File: config.mk
export PLATFORM = sky130hd
export DESIGN_NAME = micro_issue_sequencer
export DESIGN_NICKNAME = d
export VERILOG_FILES = /design/src/rtl/micro_issue_sequencer.sv
export SDC_FILE = /design/constraint.sdc
export NUM_CORES = 1
export LEC_CHECK = 0
export CAP_MARGIN = 20
export CORE_AREA = 2 2 406 408
export CTS_BUF_LIST = sky130_fd_sc_hd__clkbuf_8
export CTS_CLUSTER_SIZE = 16
export DETAILED_ROUTE_END_ITERATION = 6
export DIE_AREA = 0 0 408 410
export PLACE_DENSITY = 0.53
export SLEW_MARGIN = 20
export SYNTH_ARGS = -nofsm -noshare
export SYNTH_HDL_FRONTEND = slang
export SYNTH_SLANG_ARGS = --single-unit
export TNS_END_PERCENT = 30
File: constraint.sdc
create_clock -name clk -period 29.3 [get_ports clk]
set_clock_uncertainty 0.2 [all_clocks]
set_input_delay 2.93 -clock clk [delete_from_list [all_inputs] [get_ports clk]]
set_output_delay 2.93 -clock clk [all_outputs]
set_load 0.03 [all_outputs]
File: src/rtl/micro_issue_sequencer.sv
// Holds one decoded bundle of MQ_N micro-instruction slots and issues the live slots one per cycle in ascending order.
// Optional build macro ISSUE_STATS_EN adds bundle/uop/stall counters.
module micro_issue_sequencer #(
    parameter int MQ_N     = 7,
    parameter int MIINST_W = 128,
    parameter int IDX_W    = 3
) (
    input  logic                     clk,
    input  logic                     rst,
    input  logic                     bundle_valid,
    output logic                     bundle_ready,
    input  logic [MQ_N*MIINST_W-1:0] bundle_inst,
    input  logic [MQ_N-1:0]          bundle_nop,
    output logic                     issue_valid,
    input  logic                     issue_ready,
    output logic [MIINST_W-1:0]      issue_inst,
    output logic [IDX_W-1:0]         issue_slot,
    output logic                     issue_last,
    input  logic                     flush,
    output logic                     busy
`ifdef ISSUE_STATS_EN
    ,
    output logic [31:0]              stat_bundles,
    output logic [31:0]              stat_uops,
    output logic [31:0]              stat_stall
`endif
);

    localparam logic [0:0] ST_IDLE  = 1'b0;
    localparam logic [0:0] ST_ISSUE = 1'b1;

    logic [0:0]          state_reg;
    logic [0:0]          state_next;
    logic [MQ_N-1:0]     pend_reg;
    logic [MQ_N-1:0]     pend_next;
    logic [MIINST_W-1:0] buf_reg [MQ_N];
    logic [MIINST_W-1:0] slot_in [MQ_N];

    logic [IDX_W-1:0]    sel;
    logic [MQ_N-1:0]     sel_mask;
    logic [MQ_N-1:0]     pend_rest;
    logic                accept;
    logic                handshake;

    genvar gi;
    generate
        for (gi = 0; gi < MQ_N; gi++) begin : g_slot_unpack
            assign slot_in[gi] = bundle_inst[gi*MIINST_W +: MIINST_W];
        end
    endgenerate

    // Priority encoder: the loop runs high-to-low so the lowest pending slot wins.
    always_comb begin
        sel = '0;
        for (int i = MQ_N - 1; i >= 0; i--) begin
            if (pend_reg[i]) begin
                sel = IDX_W'(i);
            end
        end
    end

    assign sel_mask  = MQ_N'(1) << sel;
    assign pend_rest = pend_reg & ~sel_mask;

    assign issue_valid = (state_reg == ST_ISSUE);
    assign busy        = (state_reg == ST_ISSUE);
    assign issue_slot  = sel;
    assign issue_inst  = buf_reg[sel];
    assign issue_last  = issue_valid && (pend_rest == '0);
    assign handshake   = issue_valid && issue_ready;

    // Accepting while the last slot drains gives back-to-back bundles with no bubble.
    assign bundle_ready = !rst && !flush &&
                          ((state_reg == ST_IDLE) || (handshake && issue_last));
    assign accept       = bundle_valid && bundle_ready;

    always_comb begin
        pend_next = pend_reg;
        if (flush) begin
            pend_next = '0;
        end else if (accept) begin
            pend_next = ~bundle_nop;
        end else if (handshake) begin
            pend_next = pend_rest;
        end
        state_next = (pend_next != '0) ? ST_ISSUE : ST_IDLE;
    end

    always_ff @(posedge clk) begin
        if (rst) begin
            pend_reg  <= '0;
            state_reg <= ST_IDLE;
        end else begin
            pend_reg  <= pend_next;
            state_reg <= state_next;
        end
    end

    always_ff @(posedge clk) begin
        if (accept) begin
            buf_reg <= slot_in;
        end
    end

`ifdef ISSUE_STATS_EN
    logic [31:0] stat_bundles_reg;
    logic [31:0] stat_uops_reg;
    logic [31:0] stat_stall_reg;

    always_ff @(posedge clk) begin
        if (rst) begin
            stat_bundles_reg <= '0;
            stat_uops_reg    <= '0;
            stat_stall_reg   <= '0;
        end else begin
            if (accept) begin
                stat_bundles_reg <= stat_bundles_reg + 32'd1;
            end
            if (handshake) begin
                stat_uops_reg <= stat_uops_reg + 32'd1;
            end
            if (issue_valid && !issue_ready) begin
                stat_stall_reg <= stat_stall_reg + 32'd1;
            end
        end
    end

    assign stat_bundles = stat_bundles_reg;
    assign stat_uops    = stat_uops_reg;
    assign stat_stall   = stat_stall_reg;
`endif

endmodule

### Signal wires on met3

Drawn at 1 px/um.
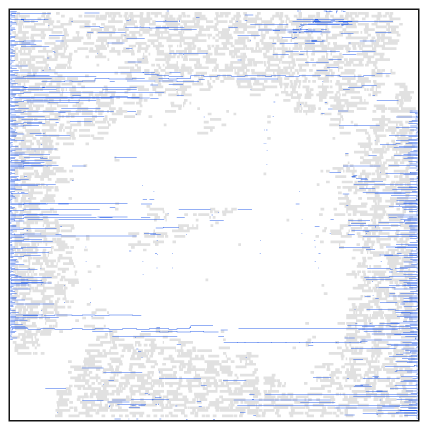
nets with wire on the layer: 619
wire length on this layer: 11900 um
longest straight run: 180 um

### PDN straps and rails

Drawn at 1 px/um. Pins as bars on the die edge. Tap cells in grey.
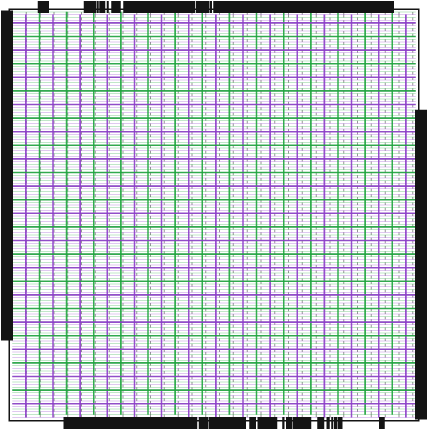
legend:
  purple:
    net: VSS
  green:
    net: VDD
met5 straps: 29
tap cells: 2189
rows: 149

==> impl_metrics.toml <==
# yosys + openroad results
[sta]
fin_tns_setup_ns = 0
report.final.slew_viol_count = 0
grt_setup_unrepaired = "false"
worst_pin_slew_ns = 1.04
hold_viol = 0
finalCriticalPeriod_ns = 9.16
holdWs_ns = 0.346
setup_slack_ns = 20.14
fin_crit_sh_pct = 31.3
setup_violations = 0
relSlewSlack_pct = 30.9
fmax_mhz = 109

[synth]
ys_cells = 2002
synth-async-reset-ratio_pct = 0
postSynthAreaPerCell_um2 = 17.7
ys_ff = 904
ys_area_mm2 = 0.0354
topCellsByArea = "edfxtp_1 (76%), mux2i_1 (7.4%), mux2_2 (4.1%)"
top_cell = "edfxtp_1"
synth_seq_share_pct = 76.6
synth_area_leader_cell = "edfxtp_1"
synthCells = 2002
synth_cell_type_count = 45
ys_warn_count = 0
edf_count = 896
synth_area_mm2 = 0.0354
top_cell_area_share_pct = 76.1
top_cells_by_count = "edfxtp_1 (896), mux2i_1 (263), a22oi_1 (128), mux2_2 (128)"
ff_type = "edfxtp_1"
syn_nets = 2910

[cells_and_area]
largest_reg_flops = 896
fillers = 16300
syn2layout_area_growth_pct = 44.6
logic_area_mm2 = 0.00759
seq_area_mm2 = 0.0271
nets = 4021
drive_gt1_share_pct = 11.7

[setup_path]
cp-end-kind = "flip-flop"
worst_path_max_delay_cell = "buf_4"
cpMostUsedCell = "buf_4"
crit_type = "input pin to flip-flop"
worstPathCellList = "clkdlybuf4s50_1, nor2_1, nand4_1, o32a_1, inv_8, buf_4, buf_4, buf_4, buf_4, buf_4"
cp_max_fo = 113
critPathArrivalTime_ns = 9.51
critPathRequiredTime_ns = 29.65
cp_top_family = "buffers and inverters"
crit_buf_inv = 7
startpoint_type = "input pin"
critPathMaxStageDelay_ns = 0.86

[floorplan]
io_pins = 1043
die_h_um = 410
fp-utilization_pct = 21.6
chipArea_mm2 = 0.167
die_w_um = 408
row_count = 149
core_mm2 = 0.163

[routing]
drt-total-wl_um = 144000
vias = 22900
drt_pass1_iterations = 7
drc = 0
post_drt_wl_per_cell_um = 26.6
drt_iter0_drc = 1733
final_antenna_net_count = 0
vias_per_cell = 4.21

[power]
p_leak_nw = 17.7
power_w = 0.00331
power_density_mw_per_mm2 = 64.8
max-vdd-ir-drop_uv = 50.7

[placed_design]
place_congestion = 0.850
dp_slack_ns = 19.18
hpwlAfterDp_um = 107000
port_buffers = 1042

[grt]
grt_max_degree = 114
grt_pass1_wl_um = 193000
antenna_found_initial = 78
grt.overflow.total = 0
grt_pass1_vias = 23700
track_usage_pct = 16.7

[clocking]
post_cts_resized = 0
cts_tree = "built"
cts_buffer_depth = 3
cts_max_level = 4
root_buffer = "clkbuf_8"
hold_buffers = 0
cts_buffers = 165
clkSlewWorstSetupHoldPaths_ns = 0.06
post-cts-setup-buffers = 0

[run]
warning_count = 29
cap_violations = 0

[status]
run_status = "completed"

[worst_hold_path]
hold_path_class = "flip-flop to flip-flop"
### The clock network

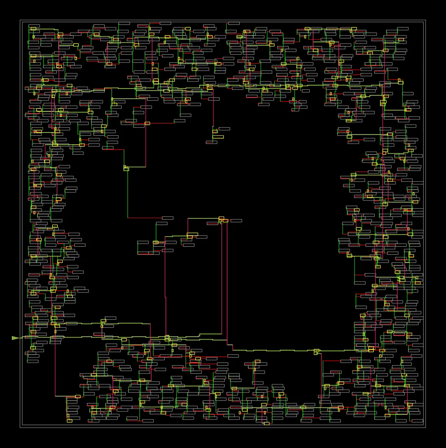
clk sink count: 904
worst skew pair latency: 0.91 ns
Power Clock: 0.00111 W
Seq cells: 904

### Signal wires on met2

Drawn at 1 px/um.
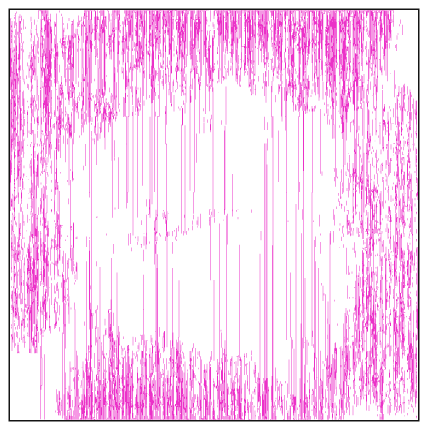
longest straight run: 303 um
share of all routed wire: 50%
main direction: vertical
nets with wire on the layer: 3446

[stage by stage]
stage	instance area [um2]	util [%]	std cells
detailed placement	48100	29.4	5135
global placement	48100	29.4	5135
CTS	51100	31.2	5417
global route	51100	31.2	5432
floorplan	35400	-	2002
finish	51100	31.3	5440
[tightest hold or removal path, stage by stage (launching register included)]
cell     delay (ns)
dfxtp_1        0.35
nand3_1        0.09
mux2i_1        0.06
[logic make-up (layout without fill, tap and decap cells)]
logic type,count (synthesis),count (layout),share of synthesized area (%)
AND/OR/NAND/NOR,162,162,1.94
other,0,23,0
flip-flops,904,904,76.6
AND-OR/OR-AND,404,404,7.81
buffers and inverters,140,1366,2.14
multiplexers,391,391,11.5
adder cells (fa/ha/maj),1,1,0.0318
[area by class of cell]
cell class,count,share of cell area (%)
inverters,4,0.0465
flip-flops and latches,904,53.0
diodes,23,0.113
clock buffers,167,4.50
clock inverters,115,1.21
repair buffers,1080,21.0
well taps,2189,5.36
multi-input cells,958,14.9
[cells in the final DEF (no fill, tap or decap), types with 3 or more instances in the layout]
master / count
a2111oi_0: 3
a21oi_1: 83
a22o_1: 80
a22oi_1: 128
a31oi_1: 48
buf_4: 38
clkbuf_8: 167
clkdlybuf4s50_1: 1042
clkinv_1: 37
clkinv_2: 11
clkinv_8: 3
dfxtp_1: 7
diode_2: 23
edfxtp_1: 896
inv_1: 54
inv_12: 4
inv_6: 4
mux2_2: 128
mux2i_1: 263
nand2_1: 83
nand3_1: 4
nor2_1: 51
nor3_1: 5
o211ai_1: 3
o21ai_0: 45
o21ai_1: 5
or2_2: 3
[routing by layer]
layer / share of wire, % / routed length [um] / vias to the layer above / GRT usage [%]
met5: 0.23 / 337 / - / 0
met4: 2.8 / 4060 / 54 / 5.02
met3: 8.2 / 11900 / 276 / 6.34
met2: 50 / 72800 / 1019 / 28.9
met1: 38 / 55300 / 11300 / 19.0
li1: - / - / 10300 / -
[power by group]
group	total [W]	switching (W)	internal [W]
combinational	0.000686	0.000390	0.000297
clock	0.00111	0.000558	0.000550
sequential	0.00152	0.0000190	0.00150
total	0.00331	0.000967	0.00235
[worst paths after layout]
check                           end  depth (start not counted)  slack [ns]                    from
max          buf_reg[394]$_DFFE_PP_                         10       20.14                     rst
min          pend_reg[6]$_SDFF_PP0_                          2        0.35  pend_reg[6]$_SDFF_PP0_
max reg2reg  buf_reg[394]$_DFFE_PP_                         10       21.91  pend_reg[3]$_SDFF_PP0_
min reg2reg  pend_reg[6]$_SDFF_PP0_                          2        0.35  pend_reg[6]$_SDFF_PP0_
Power and IR drop assume default switching activity.
